Fig. 1: gate families picked out
(8 px per um)
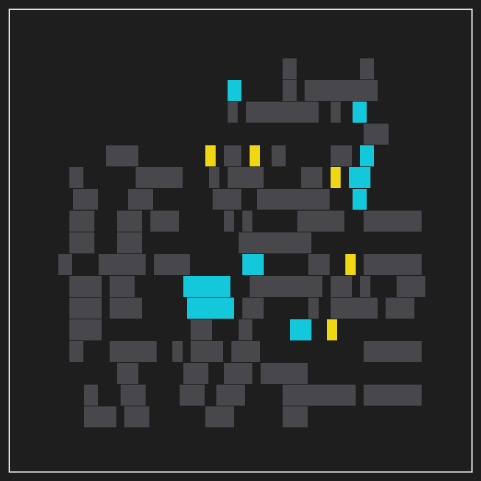
Fig. 2: routing congestion
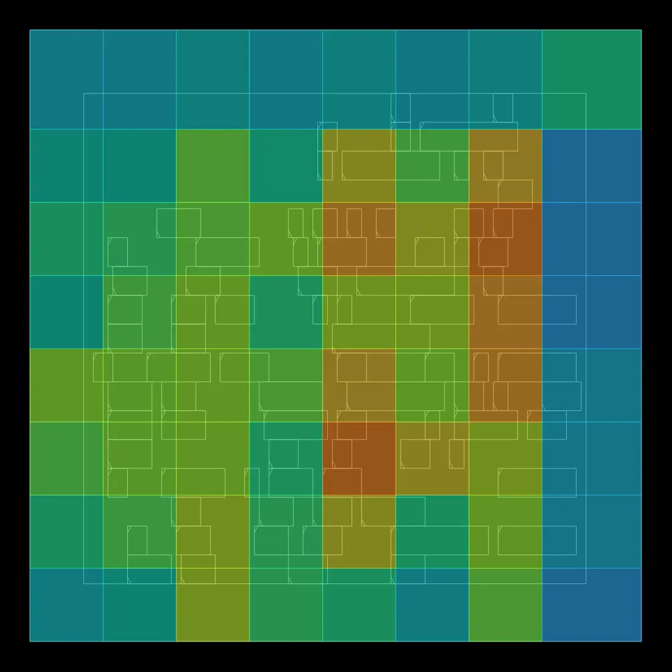
Fig. 3: M2 wires
(4 px per um)
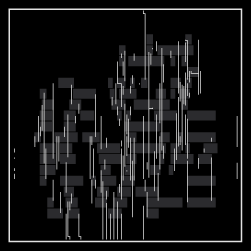
Fig. 4: drive-strength map
(8 px per um)
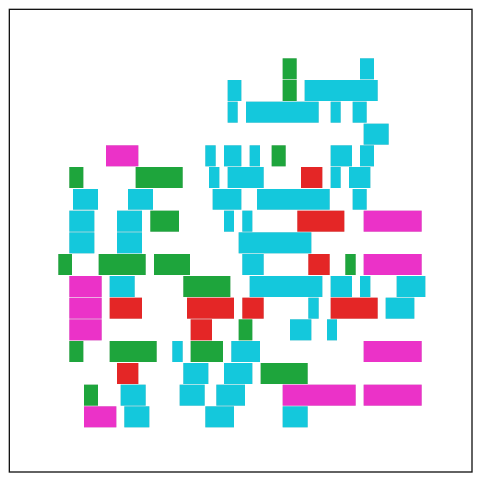
Fig. 5: metal 3
(4 px per um)
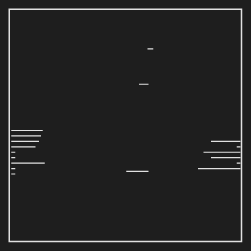
<file path="src/rtl/pipe_pkg.sv">
// Shared pipeline definitions for the hazard controller: FSM state type,
// ID/EX bubble field values and the MemRead position inside the M field.
package pipe_pkg;

  typedef enum logic [0:0] {
    RUN      = 1'b0,
    MUL_WAIT = 1'b1
  } state_t;

  localparam logic [1:0] WB_BUBBLE = 2'b01;
  localparam logic [1:0] M_BUBBLE  = 2'b00;
  localparam logic [3:0] EX_BUBBLE = 4'b0000;

  // M field is {MemRead, MemWrite}
  localparam int M_MEMREAD_BIT = 1;

  function automatic logic [3:0] mul_cnt_init(input int latency);
    return 4'(latency - 2);
  endfunction

endpackage

</file>
<file path="src/rtl/load_use_detect.sv">
// Load-use hazard compare: a load in EX whose destination feeds a source of
// the instruction in ID. Register zero never creates a dependency.
module load_use_detect (
  input  logic [4:0] id_rs,
  input  logic [4:0] id_rt,
  input  logic       id_uses_rt,
  input  logic       ex_mem_read,
  input  logic [4:0] ex_rt,
  output logic       load_use
);

  logic rs_match;
  logic rt_match;

  assign rs_match = (ex_rt == id_rs);
  assign rt_match = id_uses_rt && (ex_rt == id_rt);
  assign load_use = ex_mem_read && (ex_rt != 5'd0) && (rs_match || rt_match);

endmodule

</file>
<file path="src/rtl/hazard_ctrl.sv">
// Pipeline hazard/stall controller: load-use stall, branch squash, multiply hold.
// Optional stall counter on stall_cycles is built when HAZARD_PERF_CNT_EN is defined.
//
//   state    | meaning
//   ---------+-------------------------------------------------------------
//   RUN      | normal flow; branch squash, load-use stall, multiply issue
//   MUL_WAIT | multiply occupies EX; front end held, bubbles into ID/EX
module hazard_ctrl
  import pipe_pkg::*;
#(
  parameter int MUL_LATENCY = 4,
  parameter int CNT_W       = 16
) (
  input  logic             clk,
  input  logic             reset,
  input  logic [4:0]       id_rs,
  input  logic [4:0]       id_rt,
  input  logic             id_uses_rt,
  input  logic             id_is_mul,
  input  logic             ex_mem_read,
  input  logic [4:0]       ex_rt,
  input  logic             branch_taken,
  output logic             pc_write,
  output logic             ifid_write,
  output logic             ifid_flush,
  output logic             idex_bubble,
  output logic             mul_busy
`ifdef HAZARD_PERF_CNT_EN
  ,
  output logic [CNT_W-1:0] stall_cycles
`endif
);

  if (MUL_LATENCY < 2 || MUL_LATENCY > 16 || CNT_W < 1) begin : g_bad_param
    $error("hazard_ctrl: MUL_LATENCY must be 2..16 and CNT_W >= 1");
  end

  localparam logic [3:0] MUL_CNT_INIT = mul_cnt_init(MUL_LATENCY);

  state_t     state;
  logic [3:0] cnt;
  logic       load_use;

  load_use_detect u_load_use_detect (
    .id_rs       (id_rs),
    .id_rt       (id_rt),
    .id_uses_rt  (id_uses_rt),
    .ex_mem_read (ex_mem_read),
    .ex_rt       (ex_rt),
    .load_use    (load_use)
  );

  // Multiply issues only when nothing of higher priority claims the cycle
  logic mul_issue;
  assign mul_issue = (state == RUN) && !branch_taken && !load_use && id_is_mul;

  always_ff @(posedge clk or posedge reset) begin
    if (reset) begin
      state <= RUN;
      cnt   <= 4'd0;
    end else begin
      case (state)
        RUN: begin
          if (mul_issue) begin
            state <= MUL_WAIT;
            cnt   <= MUL_CNT_INIT;
          end
        end
        MUL_WAIT: begin
          if (cnt == 4'd0) state <= RUN;
          else             cnt   <= cnt - 4'd1;
        end
        default: begin
          state <= RUN;
          cnt   <= 4'd0;
        end
      endcase
    end
  end

  always_comb begin
    pc_write    = 1'b1;
    ifid_write  = 1'b1;
    ifid_flush  = 1'b0;
    idex_bubble = 1'b0;
    mul_busy    = 1'b0;
    if (reset) begin
      pc_write    = 1'b0;
      ifid_write  = 1'b0;
      ifid_flush  = 1'b1;
      idex_bubble = 1'b1;
    end else if (state == MUL_WAIT) begin
      // branch_taken cannot legally arrive here and is deliberately ignored
      pc_write    = 1'b0;
      ifid_write  = 1'b0;
      idex_bubble = 1'b1;
      mul_busy    = 1'b1;
    end else if (branch_taken) begin
      ifid_flush  = 1'b1;
      idex_bubble = 1'b1;
    end else if (load_use) begin
      pc_write    = 1'b0;
      ifid_write  = 1'b0;
      idex_bubble = 1'b1;
    end
  end

`ifdef HAZARD_PERF_CNT_EN
  logic [CNT_W-1:0] perf_cnt;

  always_ff @(posedge clk or posedge reset) begin
    if (reset) begin
      perf_cnt <= '0;
    end else if (!pc_write && (perf_cnt != {CNT_W{1'b1}})) begin
      perf_cnt <= perf_cnt + CNT_W'(1);
    end
  end

  assign stall_cycles = perf_cnt;
`endif

endmodule

</file>
<file path="config.mk">
export PLATFORM = sky130hd
export DESIGN_NAME = hazard_ctrl
export DESIGN_NICKNAME = d
export VERILOG_FILES = /design/src/rtl/pipe_pkg.sv /design/src/rtl/load_use_detect.sv /design/src/rtl/hazard_ctrl.sv
export SDC_FILE = /design/constraint.sdc
export NUM_CORES = 1
export LEC_CHECK = 0
export CELL_PAD_IN_SITES_DETAIL_PLACEMENT = 1
export CELL_PAD_IN_SITES_GLOBAL_PLACEMENT = 2
export CORE_MARGIN = 5
export CORE_UTILIZATION = 19
export CTS_BUF_LIST = sky130_fd_sc_hd__clkbuf_2
export DETAILED_ROUTE_END_ITERATION = 7
export PLACE_DENSITY_LB_ADDON = 0.2
export SYNTH_ARGS = -nofsm -noshare
export SYNTH_HDL_FRONTEND = slang
export SYNTH_SLANG_ARGS = --single-unit
</file>
<file path="constraint.sdc">
create_clock -name clk -period 1.9 [get_ports clk]
set_input_delay 0.38 -clock clk [delete_from_list [all_inputs] [get_ports clk]]
set_output_delay 0.38 -clock clk [all_outputs]
set_load 0.05 [all_outputs]
</file>
==> impl_metrics.env <==
# yosys + openroad results
export IMPL_status="finished with violations"
export IMPL_violations="setup timing"
export IMPL_ff_type="dfrtp_1"
export IMPL_fin_nets=108
export IMPL_rsz0062_at_grt="true"
export IMPL_synth_top_area_share_pct=29.0
export IMPL_timing_fmax_mhz=491
export IMPL_via_per_inst=4.38
export IMPL_nNonClkBuffers=31
export IMPL_arrival_ns=1.66
export IMPL_gp_congestion=0.683
export IMPL_fp_nets=73
export IMPL_core_sq_mm=0.00219
export IMPL_critPathBufInv=2
export IMPL_end_kind="output port"
export IMPL_drive_gt1_share_pct=42.4
export IMPL_cts_clk_slew_worst_paths_ns=0.05
export IMPL_tool_warnings=29
export IMPL_comb_area_share_pct=40.1
export IMPL_total_power_mw=0.837
export IMPL_dr_pass1_iters=3
export IMPL_post_place_ws_ns=-0.576
export IMPL_drc_errors=0
export IMPL_setup_viol=3
export IMPL_xor_share_pct=20.3
export IMPL_top_regs="cnt x4, state x1"
export IMPL_num_fill_cells=257
export IMPL_p_sw_share_pct=44.3
export IMPL_yosys_cells=51
export IMPL_leakage_nw=0.413
export IMPL_ys_area_sq_um=432
export IMPL_seq_area_frac_synth_pct=29.0
export IMPL_comb_area_sq_um=357
export IMPL_max_stage_delay_ns=0.53
export IMPL_die_w_um=57.7
export IMPL_muxShareOfSynthArea_pct=2.32
export IMPL_cts_tree="built"
export IMPL_peakVddDrop_mv=0.304
export IMPL_fin_crit_sh_pct=107
export IMPL_insertion_delay_ns=0.23
export IMPL_syn_inst=51
export IMPL_io_pins=26
export IMPL_nonClkBufAreaFrac_pct=37.5
export IMPL_cts_repair_resized=39
export IMPL_nMultiInputCombCells=40
export IMPL_nClkBuffers=4
export IMPL_grt_pass1_wl_mm=2.37
export IMPL_yosysUniqueCellTypes=24
export IMPL_clk_share_pct=2.25
export IMPL_clockBufferDepth=2
export IMPL_required_ns=1.52
export IMPL_cts_hold_buffers=0
export IMPL_initial_core_util_pct=19.7
export IMPL_synthTopCellsByCount="xor2_1 (9), dfrtp_1 (5)"
export IMPL_cp_max_fo=2
export IMPL_synthTopLogicFamily="simple AND/OR/NAND/NOR gates"
export IMPL_largest_register="cnt"
export IMPL_seq_share_pct=14.1
export IMPL_drv_slew=0
export IMPL_setup_worst_path_start_class="input port"
export IMPL_antenna_found_initial=0
export IMPL_hold_class="reg2reg"
export IMPL_finalWirelength_mm=1.39
export IMPL_synthSimpleGateAreaFrac_pct=21.4
export IMPL_drtAntennaViolNets=0
export IMPL_numCtsBuffers=3
export IMPL_adder_share_pct=2.90
export IMPL_drtIter0Drc=7
export IMPL_cts_setup_buffers=1
export IMPL_avgSynthCellArea_sq_um=8.46
export IMPL_met2_usage_pct=16.1
export IMPL_synth_most_common_cell="xor2_1"
export IMPL_hold_viol_final=0
export IMPL_io_buffers=25
export IMPL_root_buffer="clkbuf_2"
export IMPL_p_sw_mw=0.371
export IMPL_use_met3_pct=2.45
export IMPL_fin_skew_ns=0.00205
export IMPL_synth_area_sq_um=432
export IMPL_yosys_top_cells_area="dfrtp_1 (29%), xor2_1 (18%), nor3_1 (4.6%), inv_1 (3.5%), nand2_1 (3.5%)"
export IMPL_largest_class="logic gates"
export IMPL_setup_slack_ns=-0.138
export IMPL_n_all_inverters=5
export IMPL_cap_viol_max_count=0
export IMPL_crit_top_cell="nor3_4"
export IMPL_yosysTopAreaCell="dfrtp_1"
export IMPL_power_frac_comb_pct=61.5
export IMPL_final_cell_area_sq_um=888
export IMPL_compound_area_share_pct=18.0
export IMPL_grt_start_max_net_pins=7
export IMPL_seq_area_sq_um=125
export IMPL_largest_reg_flops=4
export IMPL_die_height_um=57.7
export IMPL_worst_slew_pin_slew_ns=0.343
export IMPL_syn_to_final_growth_pct=106
export IMPL_seq_cell_count=5
export IMPL_crit_type="in2out"
export IMPL_cp_cell_sequence="buf_6 -> or4_4 -> o21ai_4 -> nor3_4 -> nor3_4 -> buf_12"
export IMPL_critPathSlowestCell="or4_4"
export IMPL_seqPwrFrac_pct=26.0
export IMPL_dp_hpwl_mm=1.22
export IMPL_numSynthFlops=5
export IMPL_dp_cells=108
export IMPL_insertedDiodeCount=0
export IMPL_relSlewSlack_pct=77.1
export IMPL_fp_dieArea_sq_mm=0.00333
export IMPL_edf_count=0
export IMPL_nWellTaps=28
export IMPL_fin_cells=113
export IMPL_powerDensity_mw_per_mm2=942
export IMPL_dpl_cell_area_sq_um=832
export IMPL_cp_top_family="simple AND/OR/NAND/NOR gates"
export IMPL_internal_power_mw=0.466
export IMPL_via_count=495
export IMPL_cts_htree_levels=1
export IMPL_cts_sinks=5
export IMPL_fin_crit_ns=2.04
export IMPL_grt_overflow_total=0
export IMPL_power_clock_fraction_pct=12.5
-- Fig. 1 (at the start) --
[cyan] aoi and oai cells | cells: 9
[yellow] inv cells | cells: 5

-- Fig. 2 (at the start) --
met1 Use GR: 9.84%
fin util: 40.5%
routed len/inst: 12.3 um
gr usage total: 9.28%
busiest grt layer: met2

-- Fig. 3 (at the start) --
main direction: vertical
share of all routed wire: 53%
wire length on this layer: 740 um
longest straight run: 31.3 um

-- Fig. 4 (at the start) --
[green] x2 | cells: 17 | most used: clkbuf_2
[cyan] x1 and smaller | cells: 49
[magenta] x6 and larger | cells: 10 | most used: buf_6
[red] x3 and x4 | cells: 9 | most used: buf_4

-- Fig. 5 (at the start) --
wire length on this layer: 81.4 um
longest straight run: 10.3 um
main direction: horizontal
nets with wire on the layer: 16
share of all routed wire: 5.9%

## power groups by stage
stage          clock network [mW]  logic, mW  registers [mW]
2_1_floorplan                   0      0.295           0.201
3_3_place_gp                    0      0.509           0.217
3_5_place_dp                    0      0.518           0.220
4_1_cts                     0.106      0.519           0.217
5_1_grt                     0.114      0.556           0.227
6_report                    0.105      0.515           0.218
## routing by layer
metal  share of wire [%]  wire length [um]
met2                  53               739
met5                   0                 0
met3                 5.8                81
met1                  39               540
met4                 2.2                30
## path summary, 6_finish.rpt
path	start	end	slack (ns)	cells past startpoint
worst max-delay path	ex_rt[2]	ifid_write	-0.14	6
worst min-delay path	cnt[0]	cnt[0]	0.55	2
worst max register to register	cnt[0]	cnt[1]	0.39	7
worst min register to register	cnt[0]	cnt[0]	0.55	2
max in group asynchronous	reset	cnt[3]	1.23	3
min in group asynchronous	reset	cnt[1]	0.57	3
## worst register-to-register path, delay by kind of cell (launching register included)
kind | cells | cell delay [ns]
DFF | 1 | 0.39
muxes | 1 | 0.17
buffers and inverters | 3 | 0.33
AOI/OAI and AO/OA | 1 | 0.25
and+or+nand+nor | 1 | 0.06
adders and majority gates | 1 | 0.20
## per-stage QoR
stage / TNS [ns] / hold WS, ns
after CTS: -0.748 / 0.550
final: -0.408 / 0.545
after floorplan: -0.708 / 0.167
after global placement: -2.04 / 0.531
after detailed placement: -2.40 / 0.544
after global routing: -0.563 / 0.570
## cell usage in the layout, fill, tap and decap left out, drive strengths merged
cell and n:
clkdlybuf4s50 5, xnor2 1, dlygate4sd2 6, a32oi 1, buf 16, o211ai 2, a21oi 2, clkdlybuf4s15 1
nor2 4, nor4 1, nand4b 1, o211a 1, nand2 4, o31ai 1, o21ai 3, clkbuf 7
nor3 4, dfrtp 5, a21o 1, nand2b 1, ha 1, xor2 9, or4 2, inv 5
mux2i 1
Power and IR drop assume default switching activity.
